## src/rtl/sat_counter.sv

```systemverilog
// Saturating up-counter with a synchronous clear that beats a simultaneous increment.
module sat_counter #(
  parameter int W = 16
) (
  input  logic         clk,
  input  logic         init,
  input  logic         inc,
  input  logic         clr,
  output logic [W-1:0] count
);

  // NOTE: sequential state is written with non-blocking (<=) so every flop samples pre-edge values.
  always_ff @(posedge clk or posedge init) begin
    if (init)                      count <= '0;
    else if (clr)                  count <= '0;
    else if (inc && count != '1)   count <= count + 1'b1;
  end

endmodule

```

## config.mk

```make
export PLATFORM = sky130hd
export DESIGN_NAME = sat_counter
export DESIGN_NICKNAME = d
export VERILOG_FILES = /design/src/rtl/sat_counter.sv
export SDC_FILE = /design/constraint.sdc
export NUM_CORES = 1
export LEC_CHECK = 0
export ABC_AREA = 1
export ABC_CLOCK_PERIOD_IN_PS = 4200
export CAP_MARGIN = 20
export CORE_AREA = 2 2 47 67
export DETAILED_ROUTE_END_ITERATION = 8
export DIE_AREA = 0 0 49 69
export HOLD_SLACK_MARGIN = 0.06
export PLACE_DENSITY_LB_ADDON = 0.25
export SYNTH_ARGS = -nofsm -noshare
export SYNTH_HDL_FRONTEND = slang
export SYNTH_SLANG_ARGS = --single-unit
```

## constraint.sdc

```tcl
create_clock -name clk -period 4.2 [get_ports clk]
set_input_delay 0.84 -clock clk [delete_from_list [all_inputs] [get_ports clk]]
set_output_delay 0.84 -clock clk [all_outputs]
set_load 0.01 [all_outputs]
```

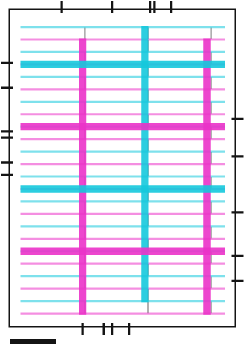
*Floorplan with the power grid*
Scale bar: 10 µm. Pins as bars on the die edge. Tap cells in gray.
VSS -> magenta
VDD -> cyan
met1 rails = 24
rows = 23

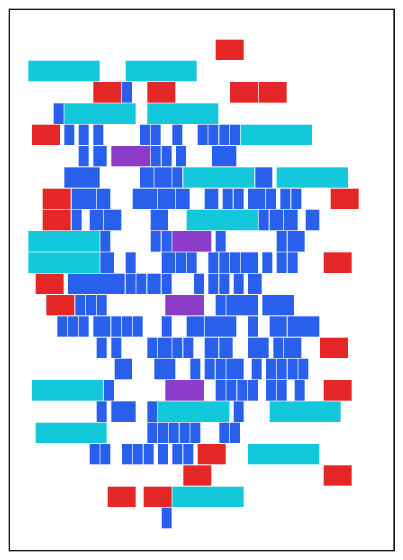
*Cell classes on the final placement*
flip-flops -> cyan  # cells 16, share of their area 31%
other buffers and delay cells -> red  # cells 19, share of their area 15%
clock drivers and dummy loads -> purple  # cells 4, share of their area 4.2%
all other logic -> blue  # cells 140, share of their area 51%
Std-Cell Rows: 23
core region area: 2790 µm²
area of all placed cells without fillers: 1360 µm²
sequential fraction of total cell area: 29.5%
Final Core Density: 48.5%

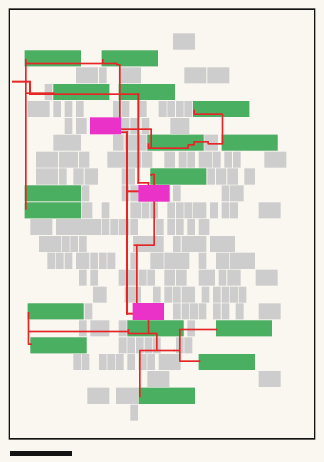
*Clock wires, drivers and flops*
Scale bar: 10 µm.
cells driving clock nets -> magenta  # count 3
clock wires -> red  # length 263 µm
flip-flops -> green  # count 16
flops lie = widely spread
routed clock nets = 4
reported clock group power: 0.000143 W
Worst-Skew Late Latency: 0.26 ns
relative contribution of the clock network to total power: 44.0%
largest clock skew in the final design: 0.00198 ns

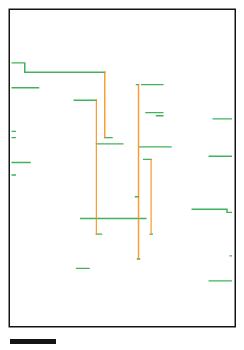
*Wiring by layer*
Scale bar: 10 µm. Two of the layers only.
met3 -> green  # wire length 107 µm
met4 -> orange  # wire length 97.9 µm

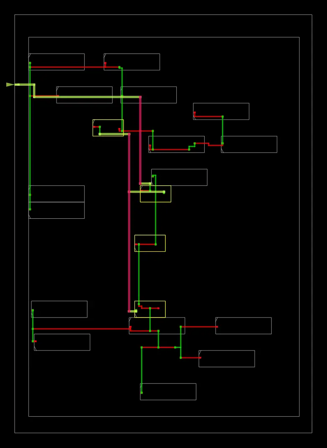
*Clock nets*
Inserted Clock Buffers: 3
layout clock buffer count: 4

==> run summary <==
HP Class: reg -> reg
nonclk buf count: 19
number of ordinary inverters in the final layout: 18
routed length per placed instance: 12.1 µm
leakage component of the power: 0.674 nW
endpoint class of the critical path: output port
initial antenna violation count: 0
hold buffers post-CTS: 0
wire length of the first global-routing pass: 4510 µm
pin count of the biggest net entering global routing: 17
total number of sequential cells: 16
Req. time, crit path: 3.36 ns
max layer used: met4
floorplan die height: 69 µm
dominant cells by area after synthesis: sky130_fd_sc_hd__dfrtp_1 (37%), sky130_fd_sc_hd__nand2_1 (22%), sky130_fd_sc_hd__nand4_1 (6.4%)
final setup slack of the worst path: 2.06 ns
Detail Placement HPWL: 1940 µm
category of the most critical setup path: reg -> out
standard cell area after detailed placement: 1300 µm²
Yosys warnings: 0
Top FF cell, synth: sky130_fd_sc_hd__dfrtp_1
yosys stat cell total: 159
WL met3: 106 µm
DRC: 0
portion of synthesized cell area occupied by the leading cell type: 37.0%
Overall Global Routing Usage: 17.0%
Final period util: 50.9%
capture instance of the worst register-to-register path: count[0]$_DFFE_PP0P_
setup-violating endpoint count in the final report: 0
result of the run: finished clean
via count of the routed design: 1,089
multiplexer share of the synthesized area: 0%
Yosys top cell by instances: sky130_fd_sc_hd__nand2_1
Final Hold Vio Count: 0
clock period minus final worst setup slack: 2.14 ns
most common cell after layout, fill and taps aside: sky130_fd_sc_hd__nand2_1
EDFF count, synth: 0
ys flops: 16
met3 routing resource usage after global routing: 3.46%
global route overflow: 0
number of cells traversed by the worst register-to-register path: 9
number of library cell types mapped by synthesis: 24
compound-cell area share of the yosys netlist: 1.39%
wirelength, routed: 2620 µm
final tally of max-slew violations: 0
chip area: 3380 µm²
leading power group: sequential cells
count of boundary I/O pins: 20
cell-by-cell listing of the critical path: clkdlybuf4s50_1
commonest cells in the synthesized netlist: sky130_fd_sc_hd__nand2_1 (64), sky130_fd_sc_hd__dfrtp_1 (16), sky130_fd_sc_hd__inv_1 (16), sky130_fd_sc_hd__nor2_1 (16), sky130_fd_sc_hd__nand3_1 (12)
clock edge transition at the registers on the reported setup and hold paths: 0.07 ns
Worst Hold Margin: 0.567 ns
via-per-instance ratio: 5.04
achievable frequency: 467 MHz
power drawn by the sequential cells: 0.000158 W
vias in the first global route: 1,024
TritonCTS clock tree: built
Critical Path Sink: count[13]
cell accounting for the most synthesized area: sky130_fd_sc_hd__dfrtp_1
layout buffering overhead excluding clock cells: 14.0%
number of input and output port buffers inserted: 19
slowest stage cell, crit path: sky130_fd_sc_hd__clkdlybuf4s50_1
routability congestion estimate from global placement: 0.848
critical path peak fanout: 6
Syn Nets: 164
cell count after synthesis: 159
hold worst-path end: count[14]$_DFFE_PP0P_
number of gates resized after cts: 0
fraction of power spent switching nets: 23.8%
Comb. pwr: 0.0000240 W
number of warnings in the stage logs: 26
number of nets with antenna violations after routing: 0
portion of total power attributed to combinational logic: 7.4%
yosys xor share: 3.23%
async set-or-reset flop fraction in the synthesized netlist: 100%
setup slack, reg-to-reg: 2.33 ns
mi-comb count: 122
number of flip-flops under the largest register name: 16
fill cell instance count of the final layout: 290
final total power: 0.000325 W
clk sinks: 16
final-layout setup total negative slack: 0 ns
fraction of area in multi-input gates: 44.0%
antenna diode count: 0
area growth from synthesis to final layout: 25.1%
No activity file was given, so power comes from the tool's default toggle rates.
